run_1/power_grid.png
Pins as bars on the die edge.
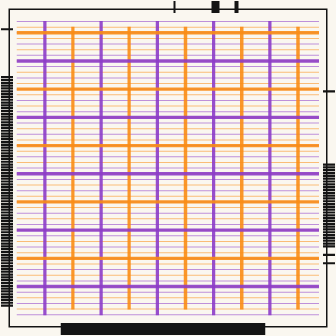
run_1/placement_by_type.png
Bar = 50 um.
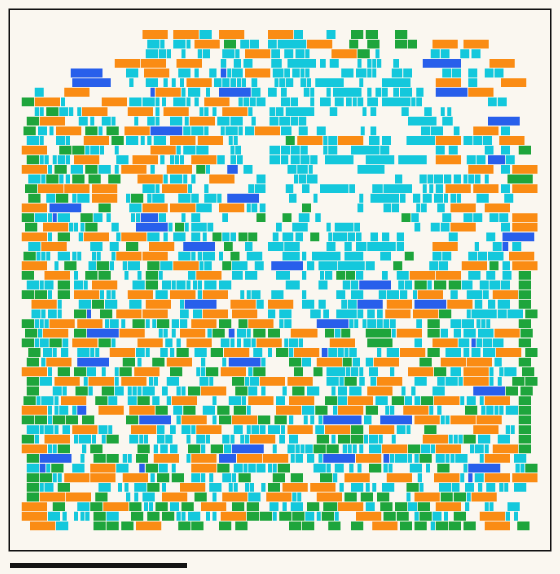
run_1/clk_routes.png
Bar = 50 um.
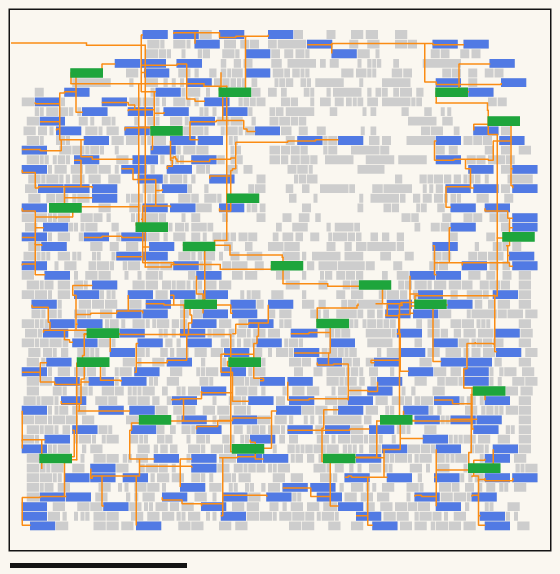
File: src/rtl/pqsdn_cam_pkg.sv
// pqsdn_cam_pkg: shared status codes, op encodings and controller state encodings for the CAM learn controller
package pqsdn_cam_pkg;
    localparam logic [2:0] ST_ADDED     = 3'd0;
    localparam logic [2:0] ST_DELETED   = 3'd1;
    localparam logic [2:0] ST_EXISTS    = 3'd2;
    localparam logic [2:0] ST_FULL      = 3'd3;
    localparam logic [2:0] ST_NOT_FOUND = 3'd4;
    localparam logic [2:0] ST_BAD_KEY   = 3'd5;
    localparam logic OP_INS = 1'b0;
    localparam logic OP_DEL = 1'b1;
    typedef enum logic [2:0] {
        S_IDLE,
        S_SRCH,
        S_WRITE,
        S_SETTLE,
        S_RSP
    } state_t;
endpackage

File: src/rtl/pqsdn_cam_learn_ctrl_if.sv
// pqsdn_cam_learn_ctrl_if: request/response channel of the CAM learn controller
//   req_valid_i/req_ready_o/req_op_i/req_key_i : key request (op 0 insert, 1 delete)
//   rsp_valid_o/rsp_ready_i/rsp_status_o/rsp_addr_o : status/address response
//   Signal suffixes are from the controller's point of view (slave modport).
interface pqsdn_cam_learn_ctrl_if #(
    parameter int DATA_W = 64,
    parameter int ADDR_W = 6
);
    logic              req_valid_i;
    logic              req_ready_o;
    logic              req_op_i;
    logic [DATA_W-1:0] req_key_i;
    logic              rsp_valid_o;
    logic              rsp_ready_i;
    logic [2:0]        rsp_status_o;
    logic [ADDR_W-1:0] rsp_addr_o;
    modport master (
        output req_valid_i, req_op_i, req_key_i, rsp_ready_i,
        input  req_ready_o, rsp_valid_o, rsp_status_o, rsp_addr_o
    );
    modport slave (
        input  req_valid_i, req_op_i, req_key_i, rsp_ready_i,
        output req_ready_o, rsp_valid_o, rsp_status_o, rsp_addr_o
    );
endinterface

File: src/rtl/pqsdn_cam_free_enc.sv
// pqsdn_cam_free_enc: lowest-zero priority encoder over the slot valid bitmap
//   i_bitmap    : slot valid bits, 2**ADDR_W wide
//   o_free_addr : lowest index whose bit is 0 (0 when none)
//   o_any_free  : at least one bit is 0
module pqsdn_cam_free_enc #(
    parameter int ADDR_W = 6
) (
    input  logic [(1<<ADDR_W)-1:0] i_bitmap,
    output logic [ADDR_W-1:0]      o_free_addr,
    output logic                   o_any_free
);
    always_comb begin
        o_free_addr = '0;
        o_any_free  = 1'b0;
        // descending scan so the lowest free index is written last and wins
        for (int i = (1 << ADDR_W) - 1; i >= 0; i--) begin
            if (!i_bitmap[i]) begin
                o_free_addr = ADDR_W'(i);
                o_any_free  = 1'b1;
            end
        end
    end
endmodule

File: src/rtl/pqsdn_cam_learn_ctrl.sv
// pqsdn_cam_learn_ctrl: sole CAM writer; handles insert/delete with duplicate check and free-slot allocation
//   clk, rst_n (sync, active-low)
//   req_if          : request/response channel (slave modport)
//   cam_wr_*        : CAM write port (en/addr/data)
//   cam_srch_*      : CAM search port (en/key out, addr/hit in)
//   used_cnt_o      : number of valid entries
//   Optional macro PQSDN_CAM_LEARN_STATS_EN adds stat_add_o/stat_del_o/stat_drop_o counters.
module pqsdn_cam_learn_ctrl
    import pqsdn_cam_pkg::*;
#(
    parameter int               DATA_W   = 64,
    parameter int               ADDR_W   = 6,
    parameter logic [DATA_W-1:0] NULL_KEY = {DATA_W{1'b1}}
) (
    input  logic                clk,
    input  logic                rst_n,
    pqsdn_cam_learn_ctrl_if.slave req_if,
    output logic                cam_wr_en_o,
    output logic [ADDR_W-1:0]   cam_wr_addr_o,
    output logic [DATA_W-1:0]   cam_wr_data_o,
    output logic                cam_srch_en_o,
    output logic [DATA_W-1:0]   cam_srch_key_o,
    input  logic [ADDR_W-1:0]   cam_srch_addr_i,
    input  logic                cam_srch_hit_i,
    output logic [ADDR_W:0]     used_cnt_o
`ifdef PQSDN_CAM_LEARN_STATS_EN
    ,
    output logic [31:0]         stat_add_o,
    output logic [31:0]         stat_del_o,
    output logic [31:0]         stat_drop_o
`endif
);
    localparam int NUM_ENT = 1 << ADDR_W;
    state_t              r_state;
    logic                r_op;
    logic [DATA_W-1:0]   r_key;
    logic [NUM_ENT-1:0]  r_bitmap;
    logic [ADDR_W:0]     r_used;
    logic                r_req_ready;
    logic                r_srch_en;
    logic                r_wr_en;
    logic [ADDR_W-1:0]   r_wr_addr;
    logic [DATA_W-1:0]   r_wr_data;
    logic                r_rsp_valid;
    logic [2:0]          r_status;
    logic [ADDR_W-1:0]   r_rsp_addr;
    logic                w_hit;
    logic                w_any_free;
    logic                w_do_wr;
    logic [ADDR_W-1:0]   w_free_addr;
    logic [ADDR_W-1:0]   w_addr;
    logic [2:0]          w_status;
    logic                w_rsp_acc;

    pqsdn_cam_free_enc #(.ADDR_W(ADDR_W)) u_free_enc (
        .i_bitmap   (r_bitmap),
        .o_free_addr(w_free_addr),
        .o_any_free (w_any_free)
    );

    // CAM may still hold stale keys in freed/reset slots; only bitmap-valid hits count
    assign w_hit     = cam_srch_hit_i & r_bitmap[cam_srch_addr_i];
    assign w_rsp_acc = (r_state == S_RSP) & req_if.rsp_ready_i;

    always_comb begin
        w_status = (r_key == NULL_KEY) ? ST_BAD_KEY :
                   (r_op == OP_INS)    ? (w_hit ? ST_EXISTS : (w_any_free ? ST_ADDED : ST_FULL)) :
                                         (w_hit ? ST_DELETED : ST_NOT_FOUND);
        w_do_wr  = (w_status == ST_ADDED) | (w_status == ST_DELETED);
        w_addr   = (w_status == ST_ADDED)                               ? w_free_addr     :
                   ((w_status == ST_EXISTS) | (w_status == ST_DELETED)) ? cam_srch_addr_i : '0;
    end

    always_ff @(posedge clk) begin
        if (!rst_n) begin
            r_state     <= S_IDLE;
            r_op        <= OP_INS;
            r_key       <= '0;
            r_bitmap    <= '0;
            r_used      <= '0;
            r_req_ready <= 1'b1;
            r_srch_en   <= 1'b0;
            r_wr_en     <= 1'b0;
            r_wr_addr   <= '0;
            r_wr_data   <= '0;
            r_rsp_valid <= 1'b0;
            r_status    <= '0;
            r_rsp_addr  <= '0;
        end else begin
            case (r_state)
                S_IDLE: begin
                    if (req_if.req_valid_i) begin
                        r_op        <= req_if.req_op_i;
                        r_key       <= req_if.req_key_i;
                        r_req_ready <= 1'b0;
                        r_srch_en   <= 1'b1;
                        r_state     <= S_SRCH;
                    end
                end
                S_SRCH: begin
                    r_srch_en  <= 1'b0;
                    r_status   <= w_status;
                    r_rsp_addr <= w_addr;
                    if (w_do_wr) begin
                        r_wr_en          <= 1'b1;
                        r_wr_addr        <= w_addr;
                        r_wr_data        <= (r_op == OP_INS) ? r_key : NULL_KEY;
                        r_bitmap[w_addr] <= (r_op == OP_INS);
                        r_used           <= (r_op == OP_INS) ? r_used + 1'b1 : r_used - 1'b1;
                        r_state          <= S_WRITE;
                    end else begin
                        r_rsp_valid <= 1'b1;
                        r_state     <= S_RSP;
                    end
                end
                S_WRITE: begin
                    r_wr_en <= 1'b0;
                    r_state <= S_SETTLE;
                end
                S_SETTLE: begin
                    r_rsp_valid <= 1'b1;
                    r_state     <= S_RSP;
                end
                S_RSP: begin
                    if (req_if.rsp_ready_i) begin
                        r_rsp_valid <= 1'b0;
                        r_req_ready <= 1'b1;
                        r_state     <= S_IDLE;
                    end
                end
                default: r_state <= S_IDLE;
            endcase
        end
    end

    assign req_if.req_ready_o  = r_req_ready;
    assign req_if.rsp_valid_o  = r_rsp_valid;
    assign req_if.rsp_status_o = r_status;
    assign req_if.rsp_addr_o   = r_rsp_addr;
    assign cam_wr_en_o         = r_wr_en;
    assign cam_wr_addr_o       = r_wr_addr;
    assign cam_wr_data_o       = r_wr_data;
    assign cam_srch_en_o       = r_srch_en;
    assign cam_srch_key_o      = r_key;
    assign used_cnt_o          = r_used;

`ifdef PQSDN_CAM_LEARN_STATS_EN
    logic [31:0] r_stat_add;
    logic [31:0] r_stat_del;
    logic [31:0] r_stat_drop;
    always_ff @(posedge clk) begin
        if (!rst_n) begin
            r_stat_add  <= '0;
            r_stat_del  <= '0;
            r_stat_drop <= '0;
        end else if (w_rsp_acc) begin
            if (r_status == ST_ADDED) begin
                if (r_stat_add != '1) r_stat_add <= r_stat_add + 1'b1;
            end else if (r_status == ST_DELETED) begin
                if (r_stat_del != '1) r_stat_del <= r_stat_del + 1'b1;
            end else begin
                if (r_stat_drop != '1) r_stat_drop <= r_stat_drop + 1'b1;
            end
        end
    end
    assign stat_add_o  = r_stat_add;
    assign stat_del_o  = r_stat_del;
    assign stat_drop_o = r_stat_drop;
`else
    logic w_unused;
    assign w_unused = w_rsp_acc;
`endif
endmodule

File: src/flat_wrapper.sv
// flat-port wrapper written by rule: the top's interface ports become plain ports
module pqsdn_cam_learn_ctrl_flat import pqsdn_cam_pkg::*;
#(
    parameter int               DATA_W   = 64,
    parameter int               ADDR_W   = 6,
    parameter logic [DATA_W-1:0] NULL_KEY = {DATA_W{1'b1}}
)
  (clk, rst_n, cam_wr_en_o, cam_wr_addr_o, cam_wr_data_o, cam_srch_en_o, cam_srch_key_o, cam_srch_addr_i, cam_srch_hit_i, used_cnt_o, req_if_req_valid_i, req_if_req_op_i, req_if_req_key_i, req_if_rsp_ready_i, req_if_req_ready_o, req_if_rsp_valid_o, req_if_rsp_status_o, req_if_rsp_addr_o);
  pqsdn_cam_learn_ctrl_if #(.DATA_W(DATA_W), .ADDR_W(ADDR_W)) req_if_i ();
  input  logic clk;
  input  logic rst_n;
  output logic cam_wr_en_o;
  output logic [ADDR_W-1:0] cam_wr_addr_o;
  output logic [DATA_W-1:0] cam_wr_data_o;
  output logic cam_srch_en_o;
  output logic [DATA_W-1:0] cam_srch_key_o;
  input  logic [ADDR_W-1:0] cam_srch_addr_i;
  input  logic cam_srch_hit_i;
  output logic [ADDR_W:0] used_cnt_o;
  input wire logic [$bits(req_if_i.req_valid_i)-1:0] req_if_req_valid_i;
  input wire logic [$bits(req_if_i.req_op_i)-1:0] req_if_req_op_i;
  input wire logic [$bits(req_if_i.req_key_i)-1:0] req_if_req_key_i;
  input wire logic [$bits(req_if_i.rsp_ready_i)-1:0] req_if_rsp_ready_i;
  output wire logic [$bits(req_if_i.req_ready_o)-1:0] req_if_req_ready_o;
  output wire logic [$bits(req_if_i.rsp_valid_o)-1:0] req_if_rsp_valid_o;
  output wire logic [$bits(req_if_i.rsp_status_o)-1:0] req_if_rsp_status_o;
  output wire logic [$bits(req_if_i.rsp_addr_o)-1:0] req_if_rsp_addr_o;
  assign req_if_i.req_valid_i = req_if_req_valid_i;
  assign req_if_i.req_op_i = req_if_req_op_i;
  assign req_if_i.req_key_i = req_if_req_key_i;
  assign req_if_i.rsp_ready_i = req_if_rsp_ready_i;
  assign req_if_req_ready_o = req_if_i.req_ready_o;
  assign req_if_rsp_valid_o = req_if_i.rsp_valid_o;
  assign req_if_rsp_status_o = req_if_i.rsp_status_o;
  assign req_if_rsp_addr_o = req_if_i.rsp_addr_o;
  pqsdn_cam_learn_ctrl #(.DATA_W(DATA_W), .ADDR_W(ADDR_W), .NULL_KEY(NULL_KEY)) u_core (.clk(clk), .rst_n(rst_n), .req_if(req_if_i), .cam_wr_en_o(cam_wr_en_o), .cam_wr_addr_o(cam_wr_addr_o), .cam_wr_data_o(cam_wr_data_o), .cam_srch_en_o(cam_srch_en_o), .cam_srch_key_o(cam_srch_key_o), .cam_srch_addr_i(cam_srch_addr_i), .cam_srch_hit_i(cam_srch_hit_i), .used_cnt_o(used_cnt_o));
endmodule
File: config.mk
export PLATFORM = sky130hd
export DESIGN_NAME = pqsdn_cam_learn_ctrl_flat
export DESIGN_NICKNAME = d
export VERILOG_FILES = /design/src/rtl/pqsdn_cam_pkg.sv /design/src/rtl/pqsdn_cam_learn_ctrl_if.sv /design/src/rtl/pqsdn_cam_free_enc.sv /design/src/rtl/pqsdn_cam_learn_ctrl.sv /design/src/flat_wrapper.sv
export SDC_FILE = /design/constraint.sdc
export NUM_CORES = 1
export LEC_CHECK = 0
export CAP_MARGIN = 5
export CORE_MARGIN = 3
export CORE_UTILIZATION = 50
export DETAILED_ROUTE_END_ITERATION = 6
export PLACE_DENSITY = 0.79
export SYNTH_ARGS = -nofsm -noshare
export SYNTH_HDL_FRONTEND = slang
export SYNTH_SLANG_ARGS = --single-unit
File: constraint.sdc
create_clock -name clk -period 5.8 [get_ports clk]
set_input_delay 1.45 -clock clk [delete_from_list [all_inputs] [get_ports clk]]
set_output_delay 1.45 -clock clk [all_outputs]
set_load 0.01 [all_outputs]
==> metrics.log, run 1 <==
[report] implementation figures
INFO  metric grt.met3_usage = 8.07%
INFO  metric share_seq_of_total_power = 42.6%
INFO  metric cp.arrival = 5.48 ns
INFO  metric power_density = 284 nW/um^2
INFO  metric placed_instances = 1680
INFO  metric crit_family = buffers and inverters
INFO  metric pre_cts_slack = 0.168 ns
INFO  metric final.setup.worst_slack = 0.712 ns
INFO  metric worst-slew-pin-transition = 0.980 ns
INFO  metric buf_share = 18.1%
INFO  metric post-cts-setup-buffer-count = 0
INFO  metric num_antenna_cells = 2
INFO  metric clock-sinks = 222
INFO  metric setup_violations = 0
INFO  metric leakage = 5.70 nW
INFO  metric chip_area = 23200 sq um
INFO  metric overflow = 0
INFO  metric synth-edff-count = 0
INFO  metric totalWireLength = 35100 um
INFO  metric worst_ep_required_time = 6.19 ns
INFO  metric taps = 270
INFO  metric max_cap_violations = 0
INFO  metric comb_area_share = 41.5%
INFO  metric num-fill-cells = 1645
INFO  metric cp-end-kind = flip-flop
INFO  metric openroad.warnings = 28
INFO  metric postLayoutCellArea = 14100 sq um
INFO  metric rows = 52
INFO  metric run_status = completed
INFO  metric dieHeight = 152 um
INFO  metric clock_pin_slew_on_the_worst_setup_and_hold_paths = 0.06 ns
INFO  metric cell_count_after_synthesis = 1241
INFO  metric seq_share = 31.5%
INFO  metric grt_util_met2 = 45.7%
INFO  metric cts_made_buffers = 25
INFO  metric final.min_clock_period = 5.09 ns
INFO  metric global_route.usage.met1 = 38.2%
INFO  metric hpwl = 24800 um
INFO  metric first_global_vias = 9697
INFO  metric critical_path_buf_inv_count = 3
INFO  metric worst_slew_margin_rel = 34.7%
INFO  metric grt_first_pass_wirelength = 54900 um
INFO  metric route.detailed.vias_per_inst = 6.03
INFO  metric critical_path.max_fanout = 16
INFO  metric worst_path_cell_with_the_longest_stage_delay = clkdlybuf4s50_1
INFO  metric final_min_period_over_clock_period = 87.7%
INFO  metric placed_cell_area = 13300 sq um
INFO  metric antenna_violating_nets_post_route = 0
INFO  metric synthToLayoutAreaGrowth = 31.7%
INFO  metric nonClockBufferCount = 259
INFO  metric utilization = 68.4%
INFO  metric syn_nets = 1323
INFO  metric numPortBuffers = 229
INFO  metric inverters = 19
INFO  metric rsz0062_at_grt = false
INFO  metric most_frequently_used_flop_master_after_synthesis = dfxtp_1
INFO  metric mappedNetlistArea = 10700 sq um
INFO  metric routabilityCongestion = 1.00
INFO  metric design.core.area = 20600 sq um
INFO  metric comb_power_share = 16.9%
INFO  metric final.clkbuf_count = 33
INFO  metric async_reset_ff_share = 0%
INFO  metric worst_clock_skew = 0.0229 ns
INFO  metric clock.fmax = 197 MHz
INFO  metric crit_path_max_incr_delay = 0.74 ns
INFO  metric area_dominant_class = multi-input combinational cells
INFO  metric power.internal = 2.92 mW
INFO  metric register_area = 4450 sq um
INFO  metric comb.multi_input.count = 910
INFO  metric grt_max_degree = 202
INFO  metric sequential_cell_count = 222
INFO  metric tritoncts = yes
INFO  metric yosys_warnings = 0
INFO  metric cts_root_buffer = clkbuf_16
INFO  metric synth_seq_share = 41.5%
INFO  metric synth-seq-cells = 222
INFO  metric syn_area_per_cell = 8.64 sq um
INFO  metric final-max-slew-violation-count = 0
INFO  metric layout.cells.non_filler = 1728
INFO  metric detailedRoute.firstPassIterationCount = 6
INFO  metric whs = 0.456 ns
INFO  metric report.final.hold_viol_count = 0
INFO  metric top_level_ports = 230
## Picture notes: power_grid.png
VDD: marked orange. VSS: marked purple.
10 straps on met5. 53 met1 rails follow the rows. The core has 52 rows. 230 signal pins sit on the boundary.

## Picture notes: placement_by_type.png
remaining buffers and delay cells: marked green, cells 259, share of their area 19%. combinational and other logic: marked cyan, cells 929, share of their area 43%. clock drivers and dummy loads: marked blue, cells 46, share of their area 6.2%. sequential cells: marked orange, cells 222, share of their area 32%.

## Picture notes: clk_routes.png
clock wires: marked orange, length 2750 um. flip-flops: marked blue, count 222. clock drivers: marked green, count 25.
There are 26 routed clock nets. Position of the flops: all over the die.
share of total power in the clock network: 40.5%
Clock group: 1.62 mW
clock latency reported for the late side of the worst-skew pair: 0.54 ns

## run 1: logic make-up after synthesis
group	share of synthesized area (%)
compound gates	21.9
xor+xnor	0.490
fa+ha+maj	0.770
buf+inv	4.13
flops	41.5
mux	8.59
simple gates	22.6
## run 1: worst paths after layout
| path | start | end | slack [ns] | depth (start not counted) |
|---|---|---|---|---|
| max | cam_srch_addr_i[0] | u_core.r_bitmap[15]$_SDFFE_PN0P_ | 0.71 | 12 |
| min | u_core.req_if.rsp_valid_o$_SDFFE_PN0P_ | u_core.req_if.rsp_valid_o$_SDFFE_PN0P_ | 0.46 | 2 |
| max reg2reg | u_core.r_bitmap[10]$_SDFFE_PN0P_ | u_core.r_bitmap[15]$_SDFFE_PN0P_ | 2.13 | 9 |
| min reg2reg | u_core.req_if.rsp_valid_o$_SDFFE_PN0P_ | u_core.req_if.rsp_valid_o$_SDFFE_PN0P_ | 0.46 | 2 |
## run 1: layer usage
metal	part of all wire (%)	wire, um
met2	45	15900
met3	9.8	3430
met5	0	0
met4	2.7	945
met1	42	14800
## run 1: power groups by stage
stage                     registers [mW]  logic (mW)  clock network (mW)
after floorplan                     1.76       0.300                   0
after global placement              1.73       0.666                   0
after detailed placement            1.74       0.676                   0
after CTS                           1.70       0.680                1.64
after global routing                1.72       0.729                1.70
final                               1.70       0.678                1.62
## run 1: cells in the mapped netlist (all sizes together), types with 3 or more instances
cell    instances  area (sq um)
nand2         293          1100
dfxtp         222          4440
nor2           90           338
a21boi         72           541
o211a          68           681
clkbuf         60           225
nand4          55           344
mux2i          48           497
o211ai         40           310
o31ai          35           268
buf            30           146
nand3          25           125
a21oi          20           104
inv            19          71.3
mux4           17           383
o21ai          17          85.1
nand2b         14          87.6
nor2b          14          87.6
nor3            9          50.1
a211oi          8          60.1
a21o            7          52.6
and2            7          43.8
nor4            6          56.3
ha              5          62.6
a31oi           4          40.0
and4            4          35.0
nand3b          4          30.0
or3             4          25.0
xnor2           4          35.0
a311oi          3          26.3
mux2            3          41.3
nor3b           3          27.5
or4             3          22.5
## run 1: layout by cell type (no fill, tap or decap), types with 5 or more instances in the layout
| master | Yosys | final |
|---|---|---|
| nand2_1 | 293 | 293 |
| clkdlybuf4s50_1 | 0 | 228 |
| dfxtp_1 | 222 | 221 |
| nor2_1 | 90 | 90 |
| a21boi_0 | 72 | 72 |
| o211a_1 | 68 | 68 |
| nand4_1 | 55 | 55 |
| mux2i_1 | 46 | 46 |
| o211ai_1 | 38 | 38 |
| o31ai_1 | 34 | 34 |
| buf_4 | 1 | 27 |
| nand3_1 | 25 | 25 |
| clkbuf_16 | 0 | 25 |
| inv_1 | 19 | 19 |
| a21oi_1 | 19 | 18 |
| mux4_2 | 17 | 17 |
| o21ai_0 | 17 | 17 |
| nand2b_1 | 14 | 14 |
| nor2b_1 | 14 | 14 |
| nor3_1 | 8 | 8 |
| a211oi_1 | 8 | 8 |
| and2_1 | 7 | 7 |
| a21o_1 | 7 | 7 |
| clkinv_2 | 0 | 7 |
| ha_1 | 5 | 5 |
| clkbuf_1 | 60 | 5 |
## Run 2: what changed since run 1
--- a/config.mk
+++ b/config.mk
@@ -5,6 +5,7 @@
 export SDC_FILE = /design/constraint.sdc
 export NUM_CORES = 1
 export LEC_CHECK = 0
+export ABC_CLOCK_PERIOD_IN_PS = 5800
 export CAP_MARGIN = 5
 export CORE_MARGIN = 3
 export CORE_UTILIZATION = 50
==> run 2 against run 1 <==
Utilization unchanged. Register-to-register slack about the same. Count of clock-buffer cells in the layout is the same. Via count stayed put. Area after synthesis stayed put. Clock skew stayed put. Combinational power barely moved. Wire length unchanged. Critical path type unchanged. Critical endpoint unchanged.
==> metrics.log, run 2 <==
[report] implementation figures
INFO  metric rows = 52 (unchanged)
INFO  metric yosys_warnings = 0 (unchanged)
INFO  metric grt_first_pass_wirelength = 54900 um (unchanged)
INFO  metric final_min_period_over_clock_period = 87.7% (unchanged)
INFO  metric clock_pin_slew_on_the_worst_setup_and_hold_paths = 0.06 ns (about the same)
INFO  metric share_seq_of_total_power = 42.6% (about the same)
INFO  metric rrSetupSlack = 2.13 ns (about the same)
INFO  metric synth-seq-cells = 222 (unchanged)
INFO  metric run_status = completed
INFO  metric mappedNetlistArea = 10700 sq um (unchanged)
INFO  metric syn_area_per_cell = 8.64 sq um (unchanged)
INFO  metric cp.arrival = 5.48 ns (about the same)
INFO  metric synth_chip_area = 10700 sq um
INFO  metric worst_ep_required_time = 6.19 ns (about the same)
INFO  metric critical_path.max_fanout = 16 (unchanged)
INFO  metric fp.dieW = 152 um
INFO  metric most_frequently_used_flop_master_after_synthesis = dfxtp_1
INFO  metric power.share.clock = 40.5% (about the same)
INFO  metric yosys.area.top_type = dfxtp_1
INFO  metric first_global_vias = 9697 (unchanged)
INFO  metric routabilityCongestion = 1.00 (unchanged)
INFO  metric post-route-drc-count = 0
INFO  metric design.core.area = 20600 sq um (unchanged)
INFO  metric final.setup.worst_slack = 0.712 ns (unchanged)
INFO  metric route.detailed.vias_per_inst = 6.03 (unchanged)
INFO  metric synth_top_cell_by_count = nand2_1
INFO  metric openroad.warnings = 28 (unchanged)
INFO  metric synthTopCellsByArea = dfxtp_1 (41%), nand2_1 (10%), o211a_1 (6.3%), a21boi_0 (5.0%), mux2i_1 (4.3%)
INFO  metric logic_area = 5850 sq um
INFO  metric register_area = 4450 sq um (unchanged)
INFO  metric fraction_of_final_layout_cells_sized_beyond_drive_strength_1 = 7.69%
INFO  metric clock_insertion_delay_worst_skew = 0.54 ns (about the same)
INFO  metric pre_cts_slack = 0.168 ns (unchanged)
INFO  metric post-cts-setup-buffer-count = 0 (unchanged)
INFO  metric number_of_antenna_violations_at_the_first_check_in_global_routing = 2
INFO  metric power.ir.vdd_worst = 0.245 mV
INFO  metric hpwl = 24800 um (unchanged)
INFO  metric leakage = 5.70 nW (unchanged)
INFO  metric syn_nets = 1323 (unchanged)
INFO  metric detailedRoute.firstPassIterationCount = 6 (unchanged)
INFO  metric report.final.hold_viol_count = 0 (unchanged)
INFO  metric p_sw = 1.08 mW
INFO  metric critPathKind = input port to flip-flop
INFO  metric clock_tree.buffer_depth = 3
INFO  metric power.internal = 2.92 mW (unchanged)
INFO  metric cell_count_after_synthesis = 1241 (unchanged)
INFO  metric design.final.nets = 1519
INFO  metric worst-slew-pin-transition = 0.980 ns (unchanged)
INFO  metric grt_max_degree = 202 (unchanged)
INFO  metric cts_hold_bufs = 0
INFO  metric power_density = 284 nW/um^2 (unchanged)
INFO  metric synth_cell_type_count = 68
INFO  metric worst_slew_margin_rel = 34.7% (unchanged)
INFO  metric final.setup.tns = 0 ns
INFO  metric synth.yosys.num_cells = 1241
INFO  metric synth-edff-count = 0 (unchanged)
INFO  metric core_util_floorplan = 52.0%
INFO  metric h-tree-depth = 1
INFO  metric dieHeight = 152 um (unchanged)
INFO  metric tritoncts = yes
INFO  metric cts_root_buffer = clkbuf_16
INFO  metric setup_violations = 0 (unchanged)
INFO  metric async_reset_ff_share = 0% (unchanged)
INFO  metric numPortBuffers = 229 (unchanged)
INFO  metric rsz0062_at_grt = false
INFO  metric clock.fmax = 197 MHz (unchanged)
INFO  metric num-fill-cells = 1645 (unchanged)
INFO  metric overflow = 0 (unchanged)
INFO  metric drtIter0Drc = 913
INFO  metric cp-end-kind = flip-flop
INFO  metric chip_area = 23200 sq um (unchanged)
INFO  metric top_level_ports = 230 (unchanged)
INFO  metric netlist.area_leader.share = 41.5% (unchanged)
INFO  metric comb_power_share = 16.9% (about the same)
INFO  metric final-max-slew-violation-count = 0 (unchanged)
INFO  metric top_logic_cell_by_instance_count_in_the_layout = nand2_1
INFO  metric final.min_clock_period = 5.09 ns (unchanged)
INFO  metric antenna_violating_nets_post_route = 0 (unchanged)
INFO  metric synthToLayoutAreaGrowth = 31.7% (unchanged)
INFO  metric final_layout_top_logic_cells = nand2_1 (293), clkdlybuf4s50_1 (228), dfxtp_1 (221)
INFO  metric max_cap_violations = 0 (unchanged)
INFO  metric resized_after_cts = 0
INFO  metric critical_path.startpoint_type = input port
INFO  metric timing.hold.worst.class = flip-flop to flip-flop
INFO  metric ys_top_cells_by_count = nand2_1 (293), dfxtp_1 (222), nor2_1 (90)
INFO  metric p_sw_share = 27.1%
INFO  metric synth_seq_share = 41.5% (unchanged)
-- run 2: cell counts after synthesis --
Identical to the previous run, type by type.
-- run 2: through the flow --
| stage | cells | hold WS [ns] | area [sq um] | total power [mW] | utilization (%) |
|---|---|---|---|---|---|
| after CTS | 1726 | 0.460 | 14100 | 4.02 | 68.4 |
| final | 1728 | 0.456 | 14100 | 4.00 | 68.4 |
| after floorplan | 1241 | 0.467 | 10700 | 2.06 | - |
| after global routing | 1728 | 0.487 | 14100 | 4.15 | 68.4 |
| after detailed placement | 1680 | 0.440 | 13300 | 2.41 | 64.3 |
| after global placement | 1680 | 0.438 | 13300 | 2.40 | 64.3 |
-- run 2: metal layers --
layer | global-route usage [%] | vias to the layer above | wire length, um
met3 | 8.07 | 65 | 3430
met4 | 7.59 | 0 | 945
met5 | 0 | - | 0
li1 | - | 4860 | -
met2 | 45.7 | 472 | 15900
met1 | 38.2 | 5020 | 14800
-- run 2: area by class of cell --
cell class              instances  area share, %
repair buffers                259           18.1
multi-input cells             910           41.5
diodes                          2         0.0355
clock inverters                13           1.14
inverters                      19          0.505
flip-flops and latches        222           31.5
well taps                     270           2.39
clock buffers                  33           4.86
-- run 2: path summary, 6_finish.rpt --
kind	startpoint	endpoint	cells after the start
max	cam_srch_addr_i[0]	u_core.r_bitmap[15]$_SDFFE_PN0P_	12
min	u_core.req_if.rsp_valid_o$_SDFFE_PN0P_	u_core.req_if.rsp_valid_o$_SDFFE_PN0P_	2
max reg2reg	u_core.r_bitmap[10]$_SDFFE_PN0P_	u_core.r_bitmap[15]$_SDFFE_PN0P_	9
min reg2reg	u_core.req_if.rsp_valid_o$_SDFFE_PN0P_	u_core.req_if.rsp_valid_o$_SDFFE_PN0P_	2
-- run 2: power by group through the flow --
stage | combinational (mW) | sequential [mW] | clock, mW
after global routing | 0.729 | 1.72 | 1.70
after floorplan | 0.300 | 1.76 | 0
after CTS | 0.680 | 1.70 | 1.64
after global placement | 0.666 | 1.73 | 0
after detailed placement | 0.676 | 1.74 | 0
final | 0.678 | 1.70 | 1.62
-- run 2: worst max-delay path, stage by stage --
cell and delay (ns):
clkdlybuf4s50_1 0.74, buf_4 0.31, mux4_2 0.51, mux2i_1 0.17, o211ai_1 0.10, o31a_1 0.35, and2_1 0.29, buf_4 0.23
mux2_4 0.34, or3b_1 0.61, o211ai_1 0.26, o31ai_1 0.10
-- run 2: logic make-up after synthesis --
group,synth area share [%]
compound gates,21.9
mux,8.59
xor+xnor,0.490
simple gates,22.6
flops,41.5
buf+inv,4.13
fa+ha+maj,0.770
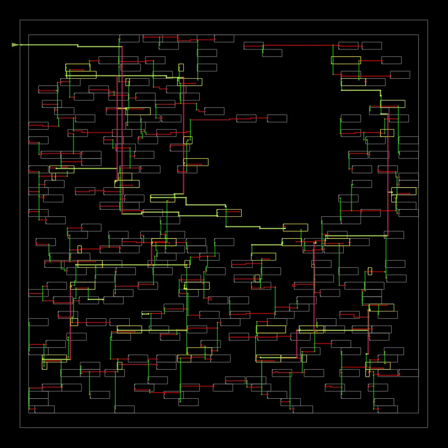
run_2/clocks.png
sequential cell count: 222
count of clock tree sinks: 222
number of clock buffers inserted by TritonCTS: 25
# clk buffers: 33
largest clock skew in the final design: 0.0229 ns

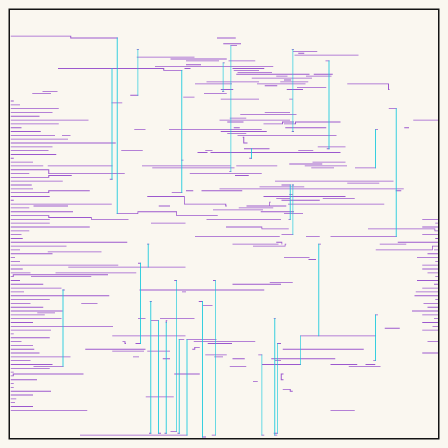
run_2/wires.png
Two of the layers only.
metal 3: marked purple, wire length 3430 um. metal 4: marked cyan, wire length 946 um.
Vias: 10417
total global-route track usage: 28.5%
wire length per cell after detailed routing: 20.3 um
Routed WL: 35100 um

No activity file was given, so power comes from the tool's default toggle rates.
